Figure 1. Wires at chosen ports, followed through buffers (run 1).
Scale: 6 px per um.
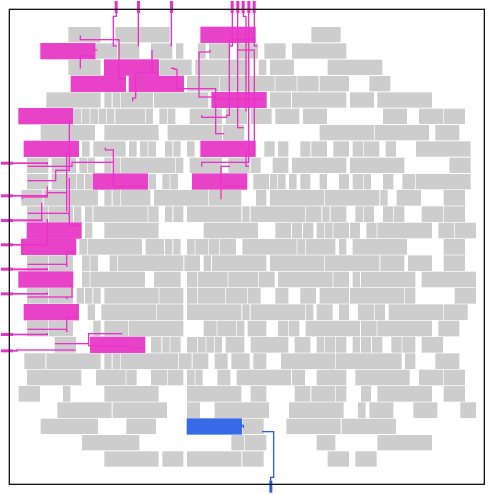
Figure 2. Routing congestion (run 1).
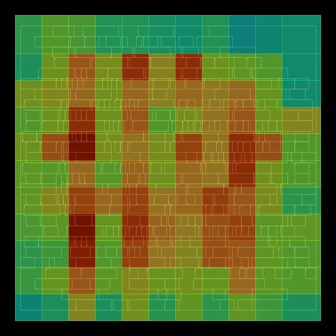
Figure 3. Routed clock nets over the placement (run 1).
Scale: 6 px per um.
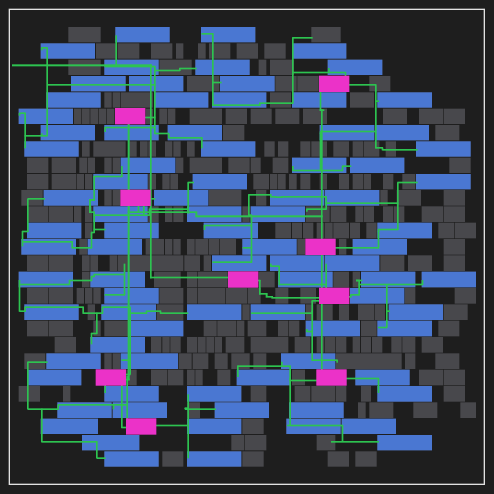
### config.mk
export PLATFORM = sky130hd
export DESIGN_NAME = spi_slave_adc_16bit
export DESIGN_NICKNAME = d
export VERILOG_FILES = /design/src/rtl/spi_slave_adc_16bit.sv
export SDC_FILE = /design/constraint.sdc
export NUM_CORES = 1
export LEC_CHECK = 0
export CORE_UTILIZATION = 59
export CTS_CLUSTER_DIAMETER = 200
export CTS_CLUSTER_SIZE = 10
export DETAILED_ROUTE_END_ITERATION = 12
export PLACE_DENSITY = 0.95
export SKIP_CTS_REPAIR_TIMING = 1
export SLEW_MARGIN = 0
export SYNTH_ARGS = -nofsm -noshare
export SYNTH_HDL_FRONTEND = slang
export SYNTH_SLANG_ARGS = --single-unit
export TNS_END_PERCENT = 50
### constraint.sdc
create_clock -name clk -period 4.2 [get_ports clk]
set_clock_uncertainty 0.1 [all_clocks]
set_input_delay 0.63 -clock clk [delete_from_list [all_inputs] [get_ports clk]]
set_output_delay 0.63 -clock clk [all_outputs]
set_load 0.03 [all_outputs]
### src/rtl/spi_slave_adc_16bit.sv
// spi_slave_adc_16bit
//   SPI mode-0 responder (CPOL=0, CPHA=0) for the ADC end of a 16-bit link.
//   sclk/cs_n/mosi are oversampled in the clk domain. A one-deep holding
//   register (valid/ready) supplies the word shifted out MSB first on miso,
//   and the 16 bits captured from mosi are presented with a one-cycle strobe.
//
//   Optional build macro: SPI_SLAVE_ECHO_EN -- a frame that starts with the
//   holding register empty transmits the last rx_data instead of zeros.
//
// Ports:
//   clk, rst_n          system clock, asynchronous active-low reset
//   sclk, cs_n, mosi    SPI from master (asynchronous to clk)
//   miso, miso_oe       slave data out and pad enable (miso_oe = busy)
//   tx_data/valid/ready holding-register load handshake
//   rx_data, rx_valid   last complete received word and its update strobe
//   underrun            strobe: frame started with holding register empty
//   frame_err           strobe: cs_n released after 1..DATA_W-1 sclk rises
//   busy                frame active
module spi_slave_adc_16bit #(
  parameter int unsigned DATA_W      = 16,
  parameter int unsigned SYNC_STAGES = 2
) (
  input  logic              clk,
  input  logic              rst_n,
  input  logic              sclk,
  input  logic              cs_n,
  input  logic              mosi,
  output logic              miso,
  output logic              miso_oe,
  input  logic [DATA_W-1:0] tx_data,
  input  logic              tx_valid,
  output logic              tx_ready,
  output logic [DATA_W-1:0] rx_data,
  output logic              rx_valid,
  output logic              underrun,
  output logic              frame_err,
  output logic              busy
);

  localparam int unsigned CNT_W = $clog2(DATA_W + 1);

  typedef enum logic [1:0] {
    ST_IDLE,
    ST_SHIFT,
    ST_DONE
  } state_e;

  state_e                 state_q, state_d;
  logic [SYNC_STAGES-1:0] sclk_sync_q, sclk_sync_d;
  logic [SYNC_STAGES-1:0] cs_sync_q, cs_sync_d;
  logic [SYNC_STAGES-1:0] mosi_sync_q, mosi_sync_d;
  logic [SYNC_STAGES-1:0] fill_q, fill_d;
  logic                   sclk_prev_q, sclk_prev_d;
  logic                   cs_prev_q, cs_prev_d;
  logic                   armed_q, armed_d;
  logic [CNT_W-1:0]       bit_cnt_q, bit_cnt_d;
  logic [DATA_W-1:0]      shift_tx_q, shift_tx_d;
  logic [DATA_W-2:0]      rx_shift_q, rx_shift_d;
  logic [DATA_W-1:0]      rx_data_q, rx_data_d;
  logic [DATA_W-1:0]      hold_q, hold_d;
  logic                   hold_full_q, hold_full_d;
  logic                   rx_valid_q, rx_valid_d;
  logic                   underrun_q, underrun_d;
  logic                   frame_err_q, frame_err_d;

  logic sclk_s, cs_s, mosi_s;
  logic sclk_rise, sclk_fall, cs_fall, cs_rise;
  logic [DATA_W-1:0] empty_word;

  assign sclk_s = sclk_sync_q[SYNC_STAGES-1];
  assign cs_s   = cs_sync_q[SYNC_STAGES-1];
  assign mosi_s = mosi_sync_q[SYNC_STAGES-1];

  assign sclk_rise = sclk_s & ~sclk_prev_q;
  assign sclk_fall = ~sclk_s & sclk_prev_q;
  assign cs_fall   = ~cs_s & cs_prev_q;
  assign cs_rise   = cs_s & ~cs_prev_q;

`ifdef SPI_SLAVE_ECHO_EN
  assign empty_word = rx_data_q;
`else
  assign empty_word = '0;
`endif

  always_comb begin
    sclk_sync_d = {sclk_sync_q[SYNC_STAGES-2:0], sclk};
    cs_sync_d   = {cs_sync_q[SYNC_STAGES-2:0], cs_n};
    mosi_sync_d = {mosi_sync_q[SYNC_STAGES-2:0], mosi};
    // fill_q marks when the synchronizer output holds a real pin sample
    // rather than its reset value; the reset value of cs_n (high) must not
    // arm the block, or a reset released mid-frame would start a partial frame.
    fill_d      = {fill_q[SYNC_STAGES-2:0], 1'b1};
    sclk_prev_d = sclk_s;
    cs_prev_d   = cs_s;
    armed_d     = armed_q | (fill_q[SYNC_STAGES-1] & cs_s);

    state_d     = state_q;
    bit_cnt_d   = bit_cnt_q;
    shift_tx_d  = shift_tx_q;
    rx_shift_d  = rx_shift_q;
    rx_data_d   = rx_data_q;
    hold_d      = hold_q;
    hold_full_d = hold_full_q;
    rx_valid_d  = 1'b0;
    underrun_d  = 1'b0;
    frame_err_d = 1'b0;

    if (tx_valid && !hold_full_q) begin
      hold_d      = tx_data;
      hold_full_d = 1'b1;
    end

    unique case (state_q)
      ST_IDLE: begin
        if (cs_fall && armed_q) begin
          state_d   = ST_SHIFT;
          bit_cnt_d = '0;
          // A load in this same cycle cannot be taken when holding is full,
          // and when holding is empty the new word stays for the next frame.
          if (hold_full_q) begin
            shift_tx_d  = hold_q;
            hold_full_d = 1'b0;
          end else begin
            shift_tx_d = empty_word;
            underrun_d = 1'b1;
          end
        end
      end
      ST_SHIFT: begin
        if (cs_rise) begin
          state_d     = ST_IDLE;
          frame_err_d = (bit_cnt_q != '0);
        end else if (sclk_rise) begin
          rx_shift_d = {rx_shift_q[DATA_W-3:0], mosi_s};
          bit_cnt_d  = bit_cnt_q + CNT_W'(1);
          if (bit_cnt_q == CNT_W'(DATA_W - 1)) begin
            rx_data_d  = {rx_shift_q, mosi_s};
            rx_valid_d = 1'b1;
            state_d    = ST_DONE;
          end
        end else if (sclk_fall && (bit_cnt_q != '0)) begin
          shift_tx_d = shift_tx_q << 1;
        end
      end
      ST_DONE: begin
        if (cs_rise) begin
          state_d = ST_IDLE;
        end
      end
      default: state_d = ST_IDLE;
    endcase
  end

  always_ff @(posedge clk or negedge rst_n) begin
    if (!rst_n) begin
      state_q     <= ST_IDLE;
      sclk_sync_q <= '0;
      cs_sync_q   <= '1;
      mosi_sync_q <= '0;
      fill_q      <= '0;
      sclk_prev_q <= 1'b0;
      cs_prev_q   <= 1'b1;
      armed_q     <= 1'b0;
      bit_cnt_q   <= '0;
      shift_tx_q  <= '0;
      rx_shift_q  <= '0;
      rx_data_q   <= '0;
      hold_q      <= '0;
      hold_full_q <= 1'b0;
      rx_valid_q  <= 1'b0;
      underrun_q  <= 1'b0;
      frame_err_q <= 1'b0;
    end else begin
      state_q     <= state_d;
      sclk_sync_q <= sclk_sync_d;
      cs_sync_q   <= cs_sync_d;
      mosi_sync_q <= mosi_sync_d;
      fill_q      <= fill_d;
      sclk_prev_q <= sclk_prev_d;
      cs_prev_q   <= cs_prev_d;
      armed_q     <= armed_d;
      bit_cnt_q   <= bit_cnt_d;
      shift_tx_q  <= shift_tx_d;
      rx_shift_q  <= rx_shift_d;
      rx_data_q   <= rx_data_d;
      hold_q      <= hold_d;
      hold_full_q <= hold_full_d;
      rx_valid_q  <= rx_valid_d;
      underrun_q  <= underrun_d;
      frame_err_q <= frame_err_d;
    end
  end

  assign busy      = (state_q != ST_IDLE);
  assign miso_oe   = busy;
  assign miso      = (state_q == ST_SHIFT) & shift_tx_q[DATA_W-1];
  assign tx_ready  = ~hold_full_q;
  assign rx_data   = rx_data_q;
  assign rx_valid  = rx_valid_q;
  assign underrun  = underrun_q;
  assign frame_err = frame_err_q;

endmodule

==> out/results.ini, run 1 <==
[power_and_ir_drop]
p_total_w = 0.00226
pwr-share-seq_pct = 51.6
maxPowerGroup = registers
p_sw_share_pct = 29.1

[worst_setup_path]
crit_chain = and2b_2, and2_1, clkdlybuf4s50_1
path_class = reg2out
r2r_start = cs_prev_q
cp.arrival_ns = 2.16
critPathCaptureType = primary output
start_kind = flop

[final_layout]
stdcell_count = 414
mostFrequentLayoutCell = dfrtp_1
antenna_cells = 0

[logic_synthesis]
top_logic_kind = simple AND/OR/NAND/NOR gates
synth_area_um2 = 3490
yosys_area_um2 = 3490
xor_share_pct = 0
synth.distinct_cells = 40

[run]
max_cap_violations = 0
tool_warnings = 27

[worst_hold_path]
worstHoldStart = fill_q[0]

[detailed_routing]
vias = 2313
met2_length_um = 3170
viasPerCell = 5.59
wirelength_met1_um = 2840

[outcome]
status = completed

[sta]
relSlewSlack_pct = 24.6
tightest_slew_ns = 1.13

[clock_tree]
clk_path_buf_depth = 2
htree_levels = 3
cts_tree = built

[global_route]
met3_usage_pct = 3.56

[floorplanning]
die_w_um = 78.9
fp_util_pct = 62.2

## Picture notes: Figure 1
Magenta stands for rx_data, bits 16, direction output, edge 8 left, 8 top, end cells 16, wire 426 um. Blue stands for frame_err, bits 1, direction output, edge bottom, end cells 1, wire 11.4 um.

## Picture notes: Figure 2
GRT Overall Usage: 23.2%
Finished Core Util: 74.0%
drt wl/cell: 15.5 um
met1 Resource Use GR: 29.6%

## Picture notes: Figure 3
Magenta stands for cells driving clock nets, count 9. Blue stands for flip-flops, count 85. Green stands for clock wires, length 912 um.
Position of the flops: widely spread.

[run 1: registers in the layout, summed over array words and instances, names as in the netlist, 2 cells and up]
name         cells
mosi_sync_q      2
hold_q          16
fill_q           2
rx_shift_q      15
sclk_sync_q      2
rx_data         16
shift_tx_q      16
cs_sync_q        2
bit_cnt_q        5
state_q          2
[run 1: final cells by class]
| class | count | area [um2] |
|---|---|---|
| clock buffer | 10 | 138 |
| inverter | 6 | 22.5 |
| fill | 383 | 1460 |
| sequential | 85 | 2130 |
| clock inverter | 6 | 86.3 |
| timing repair buffer | 45 | 445 |
| multi-input combinational | 190 | 1240 |
| tap | 72 | 90.1 |
[run 1: critical path, delay by kind of cell (launching register included)]
kind,cells,cell delay [ns]
DFF,1,0.44
and+or+nand+nor,2,0.71
buffers and inverters,1,0.66
==> run 2, diff against run 1 <==
- CORE_UTILIZATION: 59 -> 54
- PLACE_DENSITY: 0.95 -> 0.89
- clock period: 4.2 -> 2.9 ns (I/O delays scaled with it)
==> out/results.ini, run 2 <==
[worst_setup_path]
crit_chain = and2b_2, and2_1, clkdlybuf4s50_1
path_buffers = 1  ; unchanged
path_class = reg2out
cpPeakStageDelay_ns = 0.66
r2r_start = state_q[1]
critical_path.slowest_cell = clkdlybuf4s50_1
crit_family = buffers and inverters
start_kind = flop
critical_path_depth = 3  ; unchanged
cp.arrival_ns = 1.79  ; -0.37 ns

[run]
tool_warnings = 27  ; unchanged
max_cap_violations = 0  ; unchanged

[global_route]
grtUsageTotal_pct = 20.4  ; -2.8 points
grt_use_met1_pct = 25.0  ; -4.6 points

[logic_synthesis]
synth.distinct_cells = 40  ; unchanged
syn_nets = 321
synth_area_um2 = 3490  ; unchanged
top_logic_kind = simple AND/OR/NAND/NOR gates
ys_async_sr_fraction_pct = 100
ys_cells = 296
xor_share_pct = 0  ; unchanged
yosysSeqAreaShare_pct = 61.0
synth_simple_gate_area_share_pct = 12.5
yosys_area_um2 = 3490  ; unchanged

[detailed_routing]
met2_length_um = 3040  ; -4.1%
viasPerCell = 5.35  ; -4.3%
wirelength_met1_um = 2850  ; +0.32%
dr.pass1.iters = 4
dr.max_layer_used = met4
vias = 2261  ; -2.2%

[outcome]
status = completed

[clock_tree]
cts_tree = built
htree_levels = 3  ; unchanged
clk_path_buf_depth = 2  ; unchanged

[power_and_ir_drop]
internal-power_w = 0.00226
p_sw_share_pct = 29.3  ; +0.21 points
combinationalPower_w = 0.000724
powerSeq_w = 0.00164
pwr-share-seq_pct = 51.2  ; -0.4 points
maxPowerGroup = registers

[final_layout]
mostFrequentLayoutCell = dfrtp_1
antenna_cells = 0  ; unchanged

[sta]
tightest_slew_ns = 1.04  ; -0.0907 ns
relSlewSlack_pct = 30.8  ; +6.2 points

[place]
place_hpwl_um = 4020

[floorplanning]
die_w_um = 82.4  ; +4.4%
fp_util_pct = 57.6  ; -4.7 points

==> run 2: netlist changes by cell type in the layout (fill, tap and decap cells not counted), sizes merged <==
| cell | delta |
|---|---|
| clkinvlp | -1 |
| clkinv | +2 |
| bufinv | -1 |
| buf | +6 |
==> run 2: layout make-up <==
class                   count  area, um2
clock buffers              10        138
flip-flops and latches     85       2130
fillers                   450       1880
repair buffers             51        490
multi-input cells         190       1240
clock inverters             6       62.6
well taps                  75       93.8
inverters                   6       22.5
==> run 2: metrics by stage <==
stage          instance area [um2]  power (W)  std cells  hold slack, ns
2_1_floorplan                 3490    0.00216        296          0.0394
4_1_cts                       4180    0.00322        423           0.189
6_report                      4180    0.00320        423           0.133
3_5_place_dp                  3980    0.00239        407           0.236
3_3_place_gp                  3980    0.00234        407           0.233
5_1_grt                       4180    0.00337        423           0.225
Figure 4. Routing congestion (run 2).
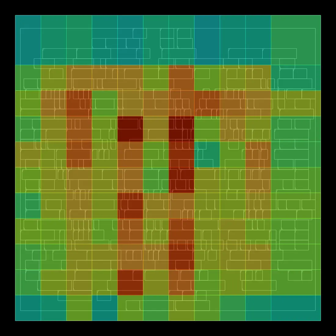
drt wl/cell: 14.8 um
Finished Core Util: 68.9%
met3 Resource Use GR: 7.36%

Figure 5. Wires at chosen ports, followed through buffers (run 2).
Scale: 6 px per um.
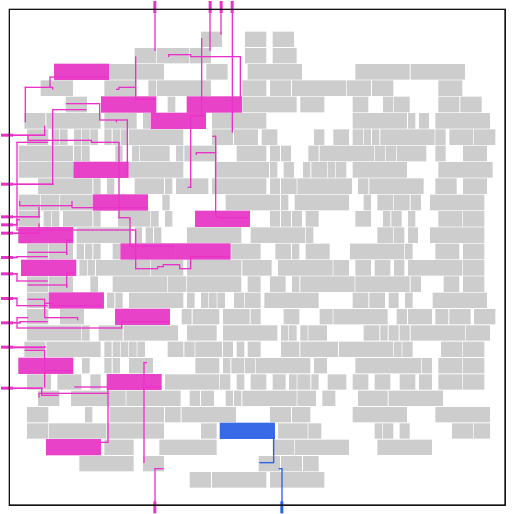
Magenta stands for rx_data, bits 16, direction output, edge 11 left, 4 top, 1 bottom, end cells 16, wire 522 um. Blue stands for frame_err, bits 1, direction output, edge bottom, end cells 1, wire 12.8 um.

Figure 6. Gate families picked out (run 2).
Scale: 4 px per um.
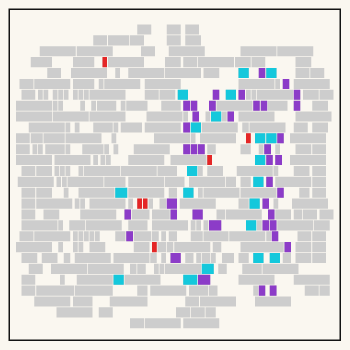
Red stands for inverters, cells 6, most used inv_1. Cyan stands for AND-OR and OR-AND gates, cells 20, most used o21a_1. Purple stands for inverting AOI/OAI gates, cells 39, most used a21oi_1.

==> run 3, diff against run 2 <==
- clock period: 2.9 -> 2.4 ns (I/O delays scaled with it)
==> out/results.ini, run 3 <==
[final_layout]
final-nonclk-buf-share_pct = 12.0  ; +0.28 points
mi_logic_area_um2 = 1240  ; +0.20%
utilization_pct = 69.3  ; +0.43 points
flop_area_um2 = 2130  ; unchanged
stdcell_count = 423  ; unchanged
finalInstanceArea_um2 = 4200  ; +0.63%
nClkBuffers = 12  ; +2
fillCellCount = 415  ; -7.8%
area_share_clock_buf_inv_pct = 4.97  ; +0.18 points
antenna_cells = 0  ; unchanged
inverters = 6  ; unchanged
seq_area_share_pct = 50.7  ; -0.32 points

[floorplanning]
fp_util_pct = 57.6  ; unchanged
die_w_um = 82.4  ; unchanged

[sta]
relSlewSlack_pct = 56.5  ; +26 points
holdWs_ns = 0.252  ; +0.120 ns

[place]
place_area_um2 = 3980  ; +0.13%
place_hpwl_um = 4080  ; +1.6%

[power_and_ir_drop]
p_sw_share_pct = 28.5  ; -0.81 points
internal-power_w = 0.00281  ; +24%
combinationalPower_w = 0.000876  ; +21%

[run]
max_cap_violations = 0  ; unchanged
tool_warnings = 27  ; unchanged

[logic_synthesis]
yosys_area_um2 = 3490  ; unchanged
syn_nets = 321  ; unchanged
synth.distinct_cells = 40  ; unchanged

[clock_tree]
clk_path_buf_depth = 2  ; unchanged

[worst_setup_path]
cp.arrival_ns = 1.81  ; +0.02 ns
path_class = reg2out

[outcome]
status = completed

[detailed_routing]
vias = 2282  ; +0.93%
viasPerCell = 5.39  ; +0.93%

-- run 3: worst max-delay path: stages (launching register included) --
cell	delay, ns
dfrtp_1	0.44
and2b_2	0.24
and2_1	0.12
clkdlybuf4s50_1	0.66
-- run 3: cell families (layout without fill, tap and decap cells) --
| kind of cell | after synthesis | in the layout | synth area share (%) |
|---|---|---|---|
| compound gates | 59 | 59 | 10.5 |
| fa+ha+maj | 3 | 3 | 1.08 |
| other cells | 1 | 1 | 0.107 |
| flops | 85 | 85 | 61.0 |
| mux | 32 | 32 | 11.3 |
| buf+inv | 21 | 73 | 3.48 |
| simple gates | 95 | 95 | 12.5 |
-- run 3: metal layers --
metal	global-route usage, %	vias up	part of all wire, %
met5	0	-	0
met4	11.1	0	1.5
met3	5.38	9	5.8
met2	34.3	70	47
met1	26.1	1121	46
li1	-	1082	-
Figure 7. Gate families picked out (run 3).
Scale: 4 px per um.
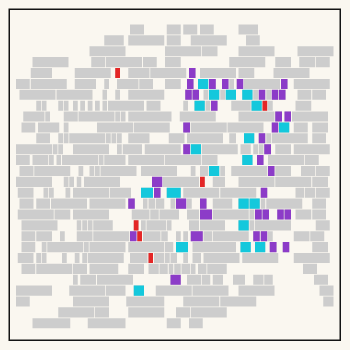
Purple stands for inverting AOI/OAI gates, cells 39, most used a21oi_1. Cyan stands for AND-OR and OR-AND gates, cells 20, most used o21a_1. Red stands for inverters, cells 6, most used inv_1.

Figure 8. Wires at chosen ports, followed through buffers (run 3).
Scale: 6 px per um.
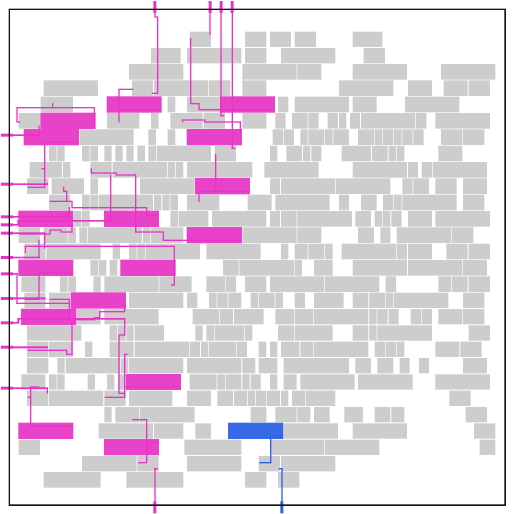
Port Buf Inserts: 44
I/O pins: 45

Figure 9. Routing congestion (run 3).
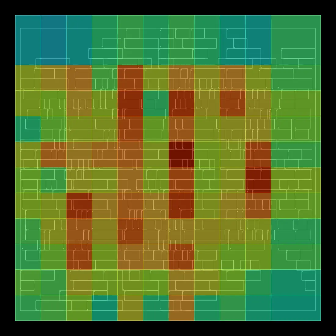
met2 Use GR: 34.3%
met1 Resource Use GR: 26.1%

Power is estimated from default activity; no workload was simulated.
